**src/rtl/redirect_pkg.sv**
```systemverilog
// Shared types and constants for the redirect/hazard controller.
// Holds the controller state enum, register-address width and the debug view struct.
package redirect_pkg;

    localparam int REG_ADDR_W  = 5;
    localparam int DRAIN_CNT_W = 4;

    typedef enum logic [1:0] {
        RUN    = 2'd0,
        DRAIN  = 2'd1,
        HALTED = 2'd2
    } state_t;

    // Internal controller state, exported for checkers and debug probes.
    typedef struct packed {
        state_t                 state;
        logic [DRAIN_CNT_W-1:0] drain_cnt;
        logic                   halt_pending;
        logic                   resume_redirect;
    } dbg_t;

endpackage

```
**src/rtl/hazard_detect.sv**
```systemverilog
// Combinational load-use hazard detector: a load in EX whose destination
// register is read by the instruction currently in ID.
module hazard_detect
    import redirect_pkg::*;
(
    input  logic                  idex_mem_read,
    input  logic [REG_ADDR_W-1:0] idex_rd,
    input  logic [REG_ADDR_W-1:0] ifid_rs1,
    input  logic [REG_ADDR_W-1:0] ifid_rs2,
    output logic                  load_use
);

    // x0 is hardwired to zero, so a load into it never creates a dependency.
    assign load_use = idex_mem_read && (idex_rd != '0) &&
                      ((idex_rd == ifid_rs1) || (idex_rd == ifid_rs2));

endmodule

```
**src/rtl/redirect_ctrl.sv**
```systemverilog
// Front-end redirect, load-use stall and halt/drain/resume controller.
// Optional performance counters are enabled by defining REDIRECT_CTRL_PERF_EN.
module redirect_ctrl
    import redirect_pkg::*;
#(
    parameter int PC_W         = 9,
    parameter int DRAIN_CYCLES = 3
) (
    input  logic                  clk,
    input  logic                  reset,
    input  logic                  ex_pc_sel,
    input  logic [31:0]           ex_br_pc,
    input  logic                  idex_mem_read,
    input  logic [REG_ADDR_W-1:0] idex_rd,
    input  logic [REG_ADDR_W-1:0] ifid_rs1,
    input  logic [REG_ADDR_W-1:0] ifid_rs2,
    input  logic                  halt_req,
    input  logic                  resume,
    output logic                  pc_write,
    output logic                  ifid_write,
    output logic                  ifid_flush,
    output logic                  idex_flush,
    output logic                  redirect_valid,
    output logic [PC_W-1:0]       redirect_pc,
    output logic                  halted,
    output logic                  misalign_err,
    output logic [31:0]           taken_count,
    output logic [31:0]           stall_count,
    output dbg_t                  dbg
);

    state_t                 state;
    logic [DRAIN_CNT_W-1:0] drain_cnt;
    logic                   halt_pending;
    logic                   resume_redirect;
    logic [PC_W-1:0]        resume_pc;
    logic                   misalign_q;

    logic load_use;
    logic take_ex;
    logic take_resume;
    logic do_stall;
    logic misalign_hit;
    logic unused_br_bits;

    hazard_detect u_hazard_detect (
        .idex_mem_read (idex_mem_read),
        .idex_rd       (idex_rd),
        .ifid_rs1      (ifid_rs1),
        .ifid_rs2      (ifid_rs2),
        .load_use      (load_use)
    );

    assign unused_br_bits = ^ex_br_pc;

    // Priority in RUN: EX redirect, then deferred resume redirect, then halt, then load-use.
    assign take_ex      = (state == RUN) && ex_pc_sel;
    assign take_resume  = (state == RUN) && !ex_pc_sel && resume_redirect;
    assign do_stall     = (state == RUN) && !ex_pc_sel && !resume_redirect &&
                          !halt_req && load_use;
    assign misalign_hit = ex_pc_sel && (ex_br_pc[1:0] != 2'b00) &&
                          ((state == RUN) || (state == DRAIN));

    always_comb begin
        pc_write       = 1'b1;
        ifid_write     = 1'b1;
        ifid_flush     = 1'b0;
        idex_flush     = 1'b0;
        redirect_valid = 1'b0;
        redirect_pc    = '0;
        halted         = 1'b0;
        case (state)
            RUN: begin
                if (take_ex) begin
                    redirect_valid = 1'b1;
                    redirect_pc    = ex_br_pc[PC_W-1:0];
                    ifid_flush     = 1'b1;
                    idex_flush     = 1'b1;
                end else if (take_resume) begin
                    redirect_valid = 1'b1;
                    redirect_pc    = resume_pc;
                end else if (do_stall) begin
                    pc_write   = 1'b0;
                    ifid_write = 1'b0;
                    idex_flush = 1'b1;
                end
            end
            DRAIN: begin
                pc_write   = 1'b0;
                ifid_flush = 1'b1;
            end
            HALTED: begin
                halted     = 1'b1;
                pc_write   = 1'b0;
                ifid_write = 1'b0;
                idex_flush = 1'b1;
            end
            default: ;
        endcase
    end

    always_ff @(posedge clk) begin
        if (reset) begin
            state           <= RUN;
            drain_cnt       <= '0;
            halt_pending    <= 1'b0;
            resume_redirect <= 1'b0;
            resume_pc       <= '0;
            misalign_q      <= 1'b0;
        end else begin
            if (misalign_hit) begin
                misalign_q <= 1'b1;
            end
            case (state)
                RUN: begin
                    // Any deferred target is consumed in the first RUN cycle.
                    resume_redirect <= 1'b0;
                    halt_pending    <= ex_pc_sel && halt_req;
                    if (halt_req) begin
                        state     <= DRAIN;
                        drain_cnt <= DRAIN_CNT_W'(DRAIN_CYCLES - 1);
                    end
                end
                DRAIN: begin
                    if (ex_pc_sel) begin
                        resume_pc       <= ex_br_pc[PC_W-1:0];
                        resume_redirect <= 1'b1;
                    end
                    if (drain_cnt == '0) begin
                        state <= HALTED;
                    end else begin
                        drain_cnt <= drain_cnt - 1'b1;
                    end
                end
                HALTED: begin
                    if (resume) begin
                        state <= RUN;
                    end
                end
                default: state <= RUN;
            endcase
        end
    end

`ifdef REDIRECT_CTRL_PERF_EN
    logic [31:0] taken_q;
    logic [31:0] stall_q;

    always_ff @(posedge clk) begin
        if (reset) begin
            taken_q <= '0;
            stall_q <= '0;
        end else begin
            if (take_ex && (taken_q != 32'hFFFF_FFFF)) begin
                taken_q <= taken_q + 32'd1;
            end
            if (do_stall && (stall_q != 32'hFFFF_FFFF)) begin
                stall_q <= stall_q + 32'd1;
            end
        end
    end

    assign taken_count = taken_q;
    assign stall_count = stall_q;
`else
    assign taken_count = '0;
    assign stall_count = '0;
`endif

    assign misalign_err = misalign_q;

    assign dbg.state           = state;
    assign dbg.drain_cnt       = drain_cnt;
    assign dbg.halt_pending    = halt_pending;
    assign dbg.resume_redirect = resume_redirect;

endmodule

```
**config.mk**
```make
export PLATFORM = sky130hd
export DESIGN_NAME = redirect_ctrl
export DESIGN_NICKNAME = d
export VERILOG_FILES = /design/src/rtl/redirect_pkg.sv /design/src/rtl/hazard_detect.sv /design/src/rtl/redirect_ctrl.sv
export SDC_FILE = /design/constraint.sdc
export NUM_CORES = 1
export LEC_CHECK = 0
export CORE_MARGIN = 2
export CORE_UTILIZATION = 30
export DETAILED_ROUTE_END_ITERATION = 10
export HOLD_SLACK_MARGIN = 0.15
export PLACE_DENSITY = 0.75
export RECOVER_POWER = 100
export SYNTH_ARGS = -nofsm -noshare
export SYNTH_HDL_FRONTEND = slang
export SYNTH_SLANG_ARGS = --single-unit
```
**constraint.sdc**
```tcl
create_clock -name clk -period 2.01 [get_ports clk]
set_clock_uncertainty 0.15 [all_clocks]
set_input_delay 0.402 -clock clk [delete_from_list [all_inputs] [get_ports clk]]
set_output_delay 0.402 -clock clk [all_outputs]
set_load 0.1 [all_outputs]
```
Fig. 1: signal wires on met1
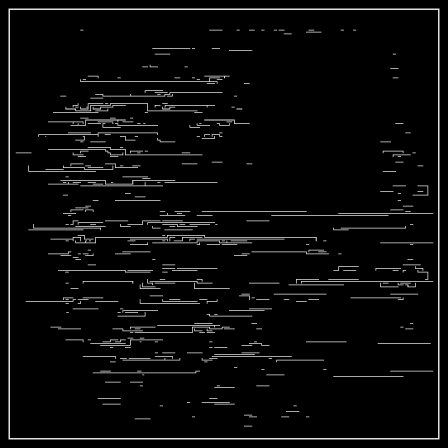
main direction: horizontal
wire length on this layer: 1460 um
nets with wire on the layer: 232
longest straight run: 25.3 um
share of all routed wire: 39%
final wirelength: 3.71 mm
total number of vias: 1509
met1 Resource Use GR: 13.1%

Fig. 2: metal 2
Bar = 20 um. Cells faint in the background.
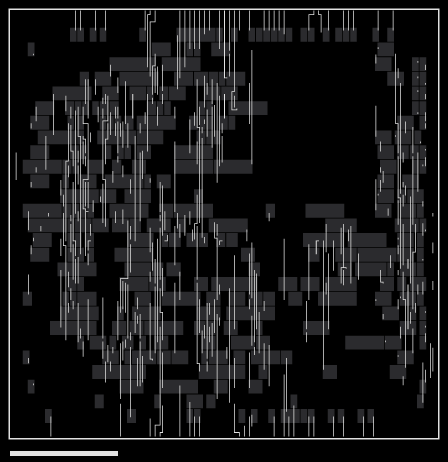
nets with wire on the layer: 297
main direction: vertical
longest straight run: 23.8 um
GR met2 Demand/Resource: 21.6%

Fig. 3: metal 3
Bar = 20 um.
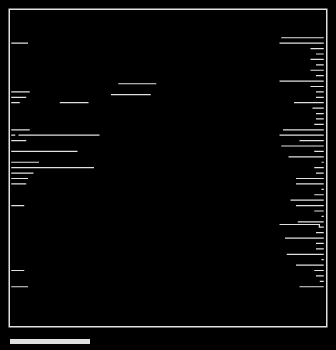
longest straight run: 20.5 um
wire length on this layer: 343 um
nets with wire on the layer: 65
share of all routed wire: 9.2%
main direction: horizontal
met3 usage: 2.60%

==> Slide: Implementation Results <==
Synthesis and Place & Route Summary

Outcome
  • Outcome: finished, violations left
  • Failing checks: setup timing

Timing
  • Fmax: 453 MHz
  • Minimum clock period: 2.21 ns
  • Final hold slack: 0.306 ns
  • PnR worst setup slack: -0.197 ns
  • Setup-violating endpoint count in the final report: 8
  • Final Hold Viols: 0
  • Relative slew slack: 62.4%
  • Count of pins over their slew limit: 0
  • Worst-Margin Slew: 0.566 ns
  • RSZ-0062 raised after global routing: yes

Floorplan
  • Core area: 0.00551 mm^2
  • Row Count: 27
  • Die extent in x: 79.4 um
  • Number of I/O pins: 141
  • Die H: 79.4 um
  • Die ar.: 0.00630 mm^2
  • Initial Util: 31.0%

Global route
  • Grt total ovfl: 0
  • Largest net degree at the start of global routing: 19
  • First-pass GRT wire length: 5.89 mm
  • Antenna violations before repair: 0
  • Overall routing resource usage: 11.5%
  • Vias in the first global route: 1355

CTS
  • Clk buf depth: 2
  • # clock sinks: 18
  • Clock Pin Slew Worst Setup and Hold Paths: 0.07 ns
  • Num CTS Buffers: 3
  • CTS tree: built
  • Root buffer cell: clkbuf_8
  • H-Tree Level Count: 1

Yosys
  • Ys cells: 232
  • Cell variety after synth: 31
  • Post-Syn Area per Cell: 7.35 um^2
  • Cells after Synth: 232
  • Top cells by count: buf_4, nand2_1, dfxtp_1
  • Ys flop type: dfxtp_1
  • Dominant cell area share: 29.1%
  • Cell taking the most area after synthesis: buf_4
  • Async SR Flop Fraction: 0%
  • EDFF count, synth: 0
  • Top-count cell post-synth: buf_4
  • Cell Area, Synth: 0.00171 mm^2
  • YS warnings: 0
  • Register share after synthesis: 21.1%
  • Top cells, area: buf_4, dfxtp_1, nand2_1

Placed design
  • Port Buffers: 53
  • RePlAce Congestion: 0.737
  • Placed inst area: 0.00251 mm^2
  • Dpl hpwl: 3.08 mm

Power
  • PD cells: 1630 mW/mm^2
  • Switching pwr: 2430 uW
  • Sw frac: 60.1%
  • LEAKAGE: 0.00111 uW
  • Internal: 1610 uW
  • Reg power frac: 13.0%
  • Comb pwr share: 79.7%
  • Worst vdd ir: 0.786 mV

Cells and area
  • Layout cells sized above 1: 27.0%
  • Final instance area: 0.00248 mm^2
  • Layout area overhead: 45.3%
  • Fillers: 574
  • Nets: 356

Worst setup path
  • Critical path's largest stage delay: 0.37 ns
  • Crit Path Max Fanout: 2
  • CP Launch Type: flop
  • WP data arrival: 1.66 ns
  • Buffers & Inverters on Critical Path: 2
  • Setup CP Type: flop to output pin
  • Worst setup EP type: output pin
  • Critical path, cell by cell: inv_4 > ha_4 > and2b_2 > nand3_2 > a21oi_4 > a221o_4 > buf_12
  • CP required: 1.46 ns
  • Slowest-stage cell, CP: a221o_4
  • CP delay by family, top: AND-OR/OR-AND gates

Drt
  • TritonRoute pass-1 iters: 4
  • Final ANT Viol Nets: 0
  • Metal-1 WL: 1.46 mm
  • Routed wl met2: 1.90 mm
  • Drt wl/cell: 10.1 um
  • Via/cell ratio: 4.10
  • Drc violations: 0
  • Top Layer Used: met4
  • Iter 0 DRT Violations: 28
  • WL met3: 342 um

Job
  • MaxCap Viol Count: 0

Worst hold path
  • Hold Path Class: flop to flop
Fig. 4: routing congestion map
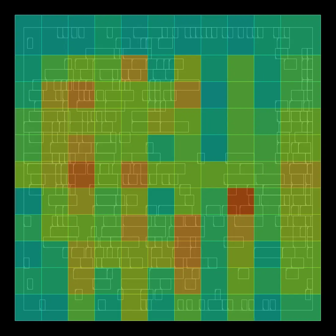
Final Util: 45.0%
global routing's busiest layer: met2

Fig. 5: zoomed window
Bar = 5 um. Region (10, 50) to (30, 70) um. Cells in gray, sequential cells in the stronger gray; small squares are vias.
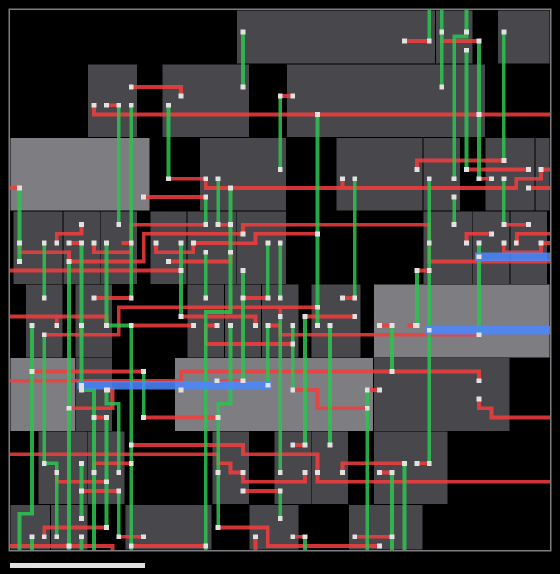
| color | layer |
|---|---|
| red | M1 |
| blue | M3 |
| green | M2 |
most frequent: nand2_1 (18), o21ai_0 (5), a21oi_1 (5)
netlist names of flops here include: resume_pc (3)
cells with their middle in the window: 40
sequential cells in the window: 3

## state kept, by name, summed over array words and instances, names as in the netlist
register and flops:
resume_pc 9, drain_cnt 4, misalign_err 1, resume_redirect 1, state 2, halt_pending 1
## placed cells by master, fill, tap and decap left out, types with 7 or more instances in the layout
| master | synthesis | routed |
|---|---|---|
| conb_1 | 1 | 64 |
| nand2_1 | 39 | 39 |
| dlygate4sd2_1 | 0 | 17 |
| buf_12 | 0 | 17 |
| buf_4 | 66 | 17 |
| dfxtp_1 | 18 | 14 |
| xnor2_1 | 12 | 12 |
| clkdlybuf4s50_1 | 0 | 12 |
| a21oi_1 | 14 | 11 |
| o21ai_0 | 10 | 9 |
| and2_4 | 0 | 9 |
| nor2_1 | 9 | 7 |
| clkbuf_2 | 0 | 7 |
## path summary, 6_finish.rpt
| path | depth (start not counted) | slack [ns] | endpoint | startpoint |
|---|---|---|---|---|
| worst max register to register | 7 | 0.02 | drain_cnt[3] | state[1] |
| worst max-delay path | 7 | -0.20 | idex_flush | state[1] |
| worst min-delay path | 2 | 0.31 | resume_pc[4] | resume_pc[4] |
| worst min register to register | 2 | 0.31 | resume_pc[4] | resume_pc[4] |
## worst reg2reg max path, stage by stage (launching register included)
cell and delay [ns]:
dfxtp_4 0.35, inv_4 0.06, clkbuf_1 0.14, ha_1 0.33
nor2_1 0.16, a2111oi_2 0.38, xnor2_1 0.13, a211oi_2 0.20
## per-stage QoR
step | setup TNS [ns] | util [%] | setup slack (ns) | std cells | power (uW)
4_1_cts | -0.501 | 46.9 | -0.206 | 368 | 4250
5_1_grt | -2.35 | 45.0 | -0.254 | 368 | 4240
6_report | -0.515 | 45.0 | -0.197 | 368 | 4040
2_1_floorplan | -1.37 | - | -0.386 | 295 | 3040
3_3_place_gp | -3.17 | 45.6 | -0.417 | 361 | 3890
3_5_place_dp | -3.22 | 45.6 | -0.435 | 361 | 3910
## power by group through the flow
stage / Combinational, uW / Sequential, uW / Clock, uW
after floorplan: 2170 / 867 / 0
after global placement: 3340 / 546 / 0
after detailed placement: 3360 / 549 / 0
after CTS: 3410 / 543 / 302
after global routing: 3370 / 539 / 322
final: 3220 / 526 / 295
## cells by family after synthesis
kind of cell               count (synthesis)  synth area share [%]
AOI/OAI and AO/OA                         35                  13.2
DFF                                       18                  21.1
and+or+nand+nor                           77                  21.2
muxes                                      2                  1.17
buffers and inverters                     81                  32.5
adders and majority gates                  6                  4.40
xor gates and xnor gates                  12                  6.16
other                                      1                 0.220
## final cells by class
cell class / instances / area [um^2] / share of cell area, %
Timing Repair Buffer: 73 / 795 / 32.1
Sequential cell: 18 / 375 / 15.1
Multi-Input combinational cell: 196 / 1140 / 46.0
Tap cell: 72 / 90.1 / 3.63
Clock buffer: 4 / 55.1 / 2.22
Inverter: 5 / 23.8 / 0.959
## timing repair
action | in CTS | in global routing
gates resized | 22 | 4
setup endpoints to repair | 14 | 8
buffers inserted | 3 | 0
endpoints found under the hold margin | 0 | 0
hold buffers | 0 | 0
pin swaps | 10 | 0
Power is estimated from default activity; no workload was simulated.
